`config.mk`:
```
export PLATFORM = sky130hd
export DESIGN_NAME = regfile_write_arbiter_flat
export DESIGN_NICKNAME = d
export VERILOG_FILES = /design/src/rtl/regfile_arb_pkg.sv /design/src/rtl/regfile_write_arbiter_if.sv /design/src/rtl/rr_arb2.sv /design/src/rtl/regfile_write_arbiter.sv /design/src/flat_wrapper.sv
export SDC_FILE = /design/constraint.sdc
export NUM_CORES = 1
export LEC_CHECK = 0
export CORE_MARGIN = 10
export CORE_UTILIZATION = 33
export DETAILED_ROUTE_END_ITERATION = 16
export GPL_ROUTABILITY_DRIVEN = 0
export PLACE_DENSITY = 0.77
export SETUP_SLACK_MARGIN = 0.15
export SLEW_MARGIN = 20
export SYNTH_ARGS = -nofsm -noshare
export SYNTH_HDL_FRONTEND = slang
export SYNTH_HIERARCHICAL = 1
export SYNTH_SLANG_ARGS = --single-unit
```
`constraint.sdc`:
```
create_clock -name clk -period 2 [get_ports clk]
set_clock_uncertainty 0.15 [all_clocks]
set_input_delay 0.6 -clock clk [delete_from_list [all_inputs] [get_ports clk]]
set_output_delay 0.6 -clock clk [all_outputs]
set_load 0.05 [all_outputs]
```
`src/rtl/regfile_arb_pkg.sv`:
```
// rtl/regfile_arb_pkg.sv - shared types and sizes for the register-file write arbiter
// Widths, zero-register index, round-robin pointer enum and the writeback request struct.
package regfile_arb_pkg;
   localparam int ADDR_W = 5;
   localparam int DATA_W = 64;
   localparam logic [ADDR_W-1:0] ZERO_REG = 5'd31;

   typedef enum logic {
      PRI_A = 1'b0,
      PRI_B = 1'b1
   } rr_ptr_t;

   typedef struct packed {
      logic [ADDR_W-1:0] addr;
      logic [DATA_W-1:0] data;
   } wb_req_t;
endpackage

```
`src/rtl/regfile_write_arbiter_if.sv`:
```
// rtl/regfile_write_arbiter_if.sv - writeback sources, stall and register-file write port bundle
// master = writeback sources and register file side, slave = arbiter.
interface regfile_write_arbiter_if;
   import regfile_arb_pkg::*;

   logic              a_valid;
   logic [ADDR_W-1:0] a_addr;
   logic [DATA_W-1:0] a_data;
   logic              a_ready;
   logic              b_valid;
   logic [ADDR_W-1:0] b_addr;
   logic [DATA_W-1:0] b_data;
   logic              b_ready;
   logic              wr_stall;
   logic              wr_en;
   logic [ADDR_W-1:0] wr_addr;
   logic [DATA_W-1:0] wr_data;
   logic [15:0]       conflict_cnt;

   modport master (
      output a_valid, a_addr, a_data, b_valid, b_addr, b_data, wr_stall,
      input  a_ready, b_ready, wr_en, wr_addr, wr_data, conflict_cnt
   );

   modport slave (
      input  a_valid, a_addr, a_data, b_valid, b_addr, b_data, wr_stall,
      output a_ready, b_ready, wr_en, wr_addr, wr_data, conflict_cnt
   );
endinterface

```
`src/rtl/rr_arb2.sv`:
```
// rtl/rr_arb2.sv - two-way round-robin grant with same-address priority to the older source
// req[0]/gnt[0] is source A, req[1]/gnt[1] is source B; holds the round-robin pointer.
module rr_arb2
   import regfile_arb_pkg::*;
(
   input  logic       clk,
   input  logic       reset_n,
   input  logic [1:0] req,
   input  logic       same_addr,
   input  logic       stall,
   output logic [1:0] gnt
);
   rr_ptr_t r_rr_ptr;
   logic    w_rr_turn;

   // Only a contended, different-address cycle counts as a round-robin decision.
   assign w_rr_turn = req[0] && req[1] && !same_addr && !stall;

   always_comb begin
      gnt = 2'b00;
      if (reset_n && !stall) begin
         case (req)
            2'b01:   gnt = 2'b01;
            2'b10:   gnt = 2'b10;
            2'b11:   gnt = (same_addr || r_rr_ptr == PRI_B) ? 2'b10 : 2'b01;
            default: gnt = 2'b00;
         endcase
      end
   end

   always_ff @(posedge clk or negedge reset_n) begin
      if (!reset_n) begin
         r_rr_ptr <= PRI_A;
      end else if (w_rr_turn) begin
         r_rr_ptr <= (r_rr_ptr == PRI_A) ? PRI_B : PRI_A;
      end
   end
endmodule

```
`src/rtl/regfile_write_arbiter.sv`:
```
// rtl/regfile_write_arbiter.sv - shares the register-file write port between ALU (A) and load (B) writeback
// Optional saturating conflict counter built only when CONFLICT_CNT_EN is defined.
module regfile_write_arbiter
   import regfile_arb_pkg::*;
(
   input  logic                    clk,
   input  logic                    reset_n,
   regfile_write_arbiter_if.slave  wb
);
   logic [1:0]        w_gnt;
   logic              w_same_addr;
   logic              w_xfer;
   wb_req_t           w_sel;
   logic              r_wr_en;
   logic [ADDR_W-1:0] r_wr_addr;
   logic [DATA_W-1:0] r_wr_data;

   assign w_same_addr = (wb.a_addr == wb.b_addr);

   rr_arb2 u_arb (
      .clk       (clk),
      .reset_n   (reset_n),
      .req       ({wb.b_valid, wb.a_valid}),
      .same_addr (w_same_addr),
      .stall     (wb.wr_stall),
      .gnt       (w_gnt)
   );

   assign wb.a_ready = w_gnt[0];
   assign wb.b_ready = w_gnt[1];
   assign w_xfer     = |w_gnt;

   always_comb begin
      w_sel.addr = wb.a_addr;
      w_sel.data = wb.a_data;
      if (w_gnt[1]) begin
         w_sel.addr = wb.b_addr;
         w_sel.data = wb.b_data;
      end
   end

   // Zero-register writes are consumed but never reach the decoder.
   always_ff @(posedge clk or negedge reset_n) begin
      if (!reset_n) begin
         r_wr_en   <= 1'b0;
         r_wr_addr <= '0;
         r_wr_data <= '0;
      end else begin
         r_wr_en <= w_xfer && (w_sel.addr != ZERO_REG);
         if (w_xfer) begin
            r_wr_addr <= w_sel.addr;
            r_wr_data <= w_sel.data;
         end
      end
   end

   assign wb.wr_en   = r_wr_en;
   assign wb.wr_addr = r_wr_addr;
   assign wb.wr_data = r_wr_data;

`ifdef CONFLICT_CNT_EN
   logic [15:0] r_conflict_cnt;

   always_ff @(posedge clk or negedge reset_n) begin
      if (!reset_n) begin
         r_conflict_cnt <= 16'd0;
      end else if (wb.a_valid && wb.b_valid && !wb.wr_stall && r_conflict_cnt != 16'hFFFF) begin
         r_conflict_cnt <= r_conflict_cnt + 16'd1;
      end
   end

   assign wb.conflict_cnt = r_conflict_cnt;
`else
   assign wb.conflict_cnt = 16'd0;
`endif
endmodule
```
`src/flat_wrapper.sv`:
```
// flat-port wrapper written by rule: the top's interface ports become plain ports
module regfile_write_arbiter_flat import regfile_arb_pkg::*;
  (clk, reset_n, wb_a_valid, wb_a_addr, wb_a_data, wb_b_valid, wb_b_addr, wb_b_data, wb_wr_stall, wb_a_ready, wb_b_ready, wb_wr_en, wb_wr_addr, wb_wr_data, wb_conflict_cnt);
  regfile_write_arbiter_if wb_i ();
  input  logic clk;
  input  logic reset_n;
  input wire logic [$bits(wb_i.a_valid)-1:0] wb_a_valid;
  input wire logic [$bits(wb_i.a_addr)-1:0] wb_a_addr;
  input wire logic [$bits(wb_i.a_data)-1:0] wb_a_data;
  input wire logic [$bits(wb_i.b_valid)-1:0] wb_b_valid;
  input wire logic [$bits(wb_i.b_addr)-1:0] wb_b_addr;
  input wire logic [$bits(wb_i.b_data)-1:0] wb_b_data;
  input wire logic [$bits(wb_i.wr_stall)-1:0] wb_wr_stall;
  output wire logic [$bits(wb_i.a_ready)-1:0] wb_a_ready;
  output wire logic [$bits(wb_i.b_ready)-1:0] wb_b_ready;
  output wire logic [$bits(wb_i.wr_en)-1:0] wb_wr_en;
  output wire logic [$bits(wb_i.wr_addr)-1:0] wb_wr_addr;
  output wire logic [$bits(wb_i.wr_data)-1:0] wb_wr_data;
  output wire logic [$bits(wb_i.conflict_cnt)-1:0] wb_conflict_cnt;
  assign wb_i.a_valid = wb_a_valid;
  assign wb_i.a_addr = wb_a_addr;
  assign wb_i.a_data = wb_a_data;
  assign wb_i.b_valid = wb_b_valid;
  assign wb_i.b_addr = wb_b_addr;
  assign wb_i.b_data = wb_b_data;
  assign wb_i.wr_stall = wb_wr_stall;
  assign wb_a_ready = wb_i.a_ready;
  assign wb_b_ready = wb_i.b_ready;
  assign wb_wr_en = wb_i.wr_en;
  assign wb_wr_addr = wb_i.wr_addr;
  assign wb_wr_data = wb_i.wr_data;
  assign wb_conflict_cnt = wb_i.conflict_cnt;
  regfile_write_arbiter u_core (.clk(clk), .reset_n(reset_n), .wb(wb_i));
endmodule
```
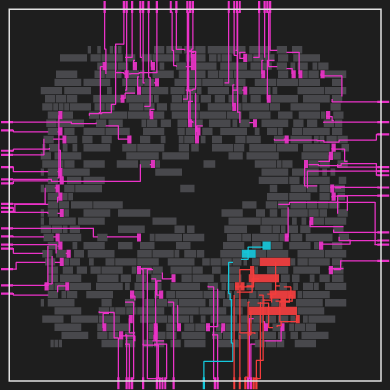
(images/port_nets.png)
Drawn at 3 px/µm.
Key: cyan = wb_wr_stall [bits 1, direction input, edge bottom, end cells 2, wire 64.2 µm]; magenta = wb_b_data [bits 64, direction input, edge 21 top, 17 left, 14 bottom, 12 right, end cells 64, wire 1870 µm]; red = wb_b_addr [bits 5, direction input, edge bottom, end cells 12, wire 261 µm]
I/O pin cnt: 231
Buffers on Ports: 214

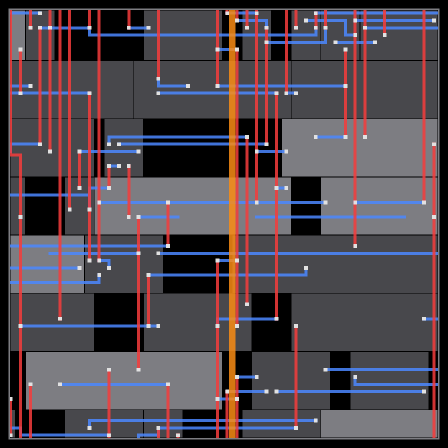
(images/zoom.png)
Window x 83 to 103, y 83 to 103 µm. Cells in grey, sequential cells in the stronger grey; small squares are vias.
Key: orange = met4; blue = met1; red = met2
23 logic cells have their middle in the window. Netlist names of flops here include u_core/wb.wr_data (4). Most frequent: buf_12 (6), nand2_1 (4), dfrtp_1 (4). Sequential cells in the window: 4.

==> run summary <==
Hold Violations, Final = 0
Final setup viols = 72
First-pass GRT wire length = 20500 µm
Netlist cell types = 21
Worst EP arrival = 1.56 ns
RSZ-0062 raised after global routing = yes
Total grt overflow = 0
Chip Area, Yosys = 0.00353 mm²
LEAKAGE = 0.00291 µW
Top cell area share = 0.503
Initial antenna violation count = 0
Tool Warnings = 29
Detailed Routing Iterations Pass 1 = 4
Post-Synthesis Cell Area = 0.00353 mm²
Seq share, synth = 0.503
Maximum VDD drop = 0.000748 V
Post-DRT Antenna Nets = 0
Clk_lat worst skew = 0.33 ns
Cell row count = 37
Crit Path Class = in -> out
H-tree levels = 3
Clk sinks = 71
Die y size = 123 µm
Layout net count = 720
Worst Max-Slew Pin Slew = 0.910 ns
Vias per cell = 4.69
Post-synth EDFFs = 0
Cts bufs inserted = 9
Total Power = 9100 µW
Diodes inserted = 0
Cells after Synth = 339
DRC = 0
Final non-filler cell total = 717
Hold slack = 0.333 ns
Max transition margin = 0.394
Slowest-stage cell, CP = o311a_4
Post-synth ARST share = 1.00
Top cells, area = dfrtp_1, mux2i_1, o21ai_1, nand2_1, buf_4
Clock tree from TritonCTS = built
Final Max Tran Viols = 0
FP Core Util = 0.340
Synth-to-Final Area Change = 102%
# Cells Yosys = 339
Tcrit/Tclk final = 1.16
Synth cell count leaders = dfrtp_1, nand2_1, mux2i_1, o21ai_1, buf_4
Vias in the first global route = 3750
Yosys warning total = 6
Failing checks = negative setup slack
Met3 Use GR = 0.0634
Commonest flop = dfrtp_1
Synth area leader = dfrtp_1
Longest Clk Path Bufs = 2
Critical Path Source Type = primary input
Crit path max fanout = 3
R2R Path Start = u_core/u_arb/r_rr_ptr
1st-iter DRT viols = 129
Die area = 0.0152 mm²
Share of cells above drive strength 1 = 0.277
FF-to-FF setup slack = 0.08 ns
Reg-to-Reg End = u_core/wb.wr_data[31]
Post-synthesis area per instance = 10.4 µm²
Crit-path max cell delay = 0.24 ns
Routed WL per cell = 19.2 µm
Area after DPL = 0.00642 mm²
Crit-path cells = buf_8 > xnor2_4 > nand3_2 > nor3_4 > o311a_4 > buf_12
Final Cell Area = 0.00712 mm²
# hold bufs at CTS = 0
Max cap viols = 0
M1 GR Usage = 0.178
Setup WS post-layout = -0.315 ns
Outcome = finished with violations
Largest net degree at the start of global routing = 72
#FFs+latches synth = 71
Max Clock Freq = 0.432 GHz
Worst min path class = in -> async
Worst endpoint required time = 1.25 ns
Core area = 0.0104 mm²
GRT Max-Usage Layer = met2
Pwr dens = 1280 mW/mm²
CP endpoint kind = primary output
Clock Tree Root = clkbuf_8
Clock-pin slew on the worst setup and hold paths = 0.08 ns
Min Tclk post-route = 2.31 ns
Worst-case reg-to-reg path depth = 9
Die Width = 123 µm
Post-DP HPWL = 10600 µm
Total negative slack = -9.66 ns
Placed insts = 692
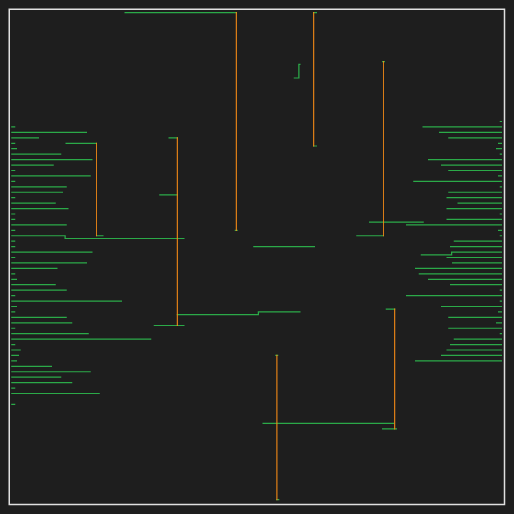
(images/metal_stack.png)
Drawn at 4 px/µm. Two of the layers only.
Key: orange = met4 [wire length 267 µm]; green = met3 [wire length 1140 µm]
DRT Wirelength: 13800 µm
Vias: 3360
Total GRT Usage: 0.174

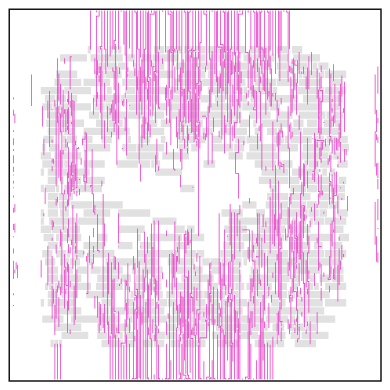
(images/met2.png)
Drawn at 3 px/µm. Cells faint in the background.
628 nets have wire on it. The layer carries 7660 µm of wire. The wires run mostly vertical. The layer holds 56% of the routed length.
met2 GRT Util: 0.321

## area by class of cell
class,instances,area (µm²)
fill,766,3250
inverter,1,3.75
multi-input combinational,243,1700
timing repair buffer,251,3200
clock buffer,10,138
clock inverter,5,129
sequential,71,1780
tap,136,170
## cells by family (layout without fill, tap and decap cells)
group,count (synthesis),after routing,share of synthesized area
xor gates and xnor gates,6,6,0.0149
buffers and inverters,40,267,0.0890
and+or+nand+nor,78,78,0.0886
muxes,69,69,0.196
AOI/OAI and AO/OA,74,74,0.107
other,1,16,0.00106
DFF,71,71,0.503
## per-stage QoR
stage / util / setup WS, ns
2_1_floorplan: - / -0.104
3_3_place_gp: 0.619 / -0.721
3_5_place_dp: 0.619 / -0.755
4_1_cts: 0.671 / -0.363
5_1_grt: 0.686 / -0.383
6_report: 0.686 / -0.315
## power by group
| group | internal [µW] | switching [µW] | leakage [µW] |
|---|---|---|---|
| clock | 987 | 553 | 0.000133 |
| combinational | 2390 | 2700 | 0.00191 |
| sequential | 1940 | 532 | 0.000865 |
## cells in the final DEF, fill, tap and decap left out, types with 2 or more instances in the layout
cell type,netlist,layout
dfrtp_1,71,71
bufinv_16,0,4
buf_12,0,66
buf_4,17,31
xnor2_4,0,2
clkbuf_8,0,10
clkdlybuf4s50_1,0,129
dlygate4sd2_1,0,2
buf_6,1,12
mux2i_2,0,7
nand3_1,3,2
o21ai_2,1,5
nand2_1,71,71
mux2i_1,69,57
o21ai_1,69,67
conb_1,1,16
buf_2,11,3
buf_16,0,5
buf_8,7,3
mux2i_4,0,5
## worst max path at each step
stage                            start               endpoint  slack, ns
after detailed placement  wb_a_addr[3]   u_core/wb.wr_data[8]      -0.75
after CTS                 wb_a_addr[2]             wb_a_ready      -0.36
after global placement    wb_a_addr[3]             wb_a_ready      -0.72
after global routing      wb_a_addr[2]             wb_a_ready      -0.38
final                     wb_a_addr[0]             wb_b_ready      -0.31
after floorplan           wb_b_addr[0]  u_core/wb.wr_data[56]      -0.10
## registers in the layout, summed over array words and instances (netlist names)
register,count
u_core/u_arb/r_rr_ptr,1
u_core/wb.wr_en,1
u_core/wb.wr_data,64
u_core/wb.wr_addr,5
## per-layer routing
layer	share of wire	wire (µm)
met1	0.34	4700
met2	0.56	7660
met3	0.082	1140
met4	0.019	267
met5	0	0
## repair_timing
item | in CTS | in global routing
gates resized | 70 | 36
cloned | 5 | 0
setup buffers | 4 | 1
pin swaps | 13 | 14
setup endpoints to repair | 73 | 72
## worst max-delay path, delay by kind of cell
family | cells | cell delay [ns]
AND-OR/OR-AND | 1 | 0.24
AND/OR/NAND/NOR | 2 | 0.31
XOR/XNOR | 1 | 0.16
buffers and inverters | 2 | 0.25
Power and IR drop assume default switching activity.
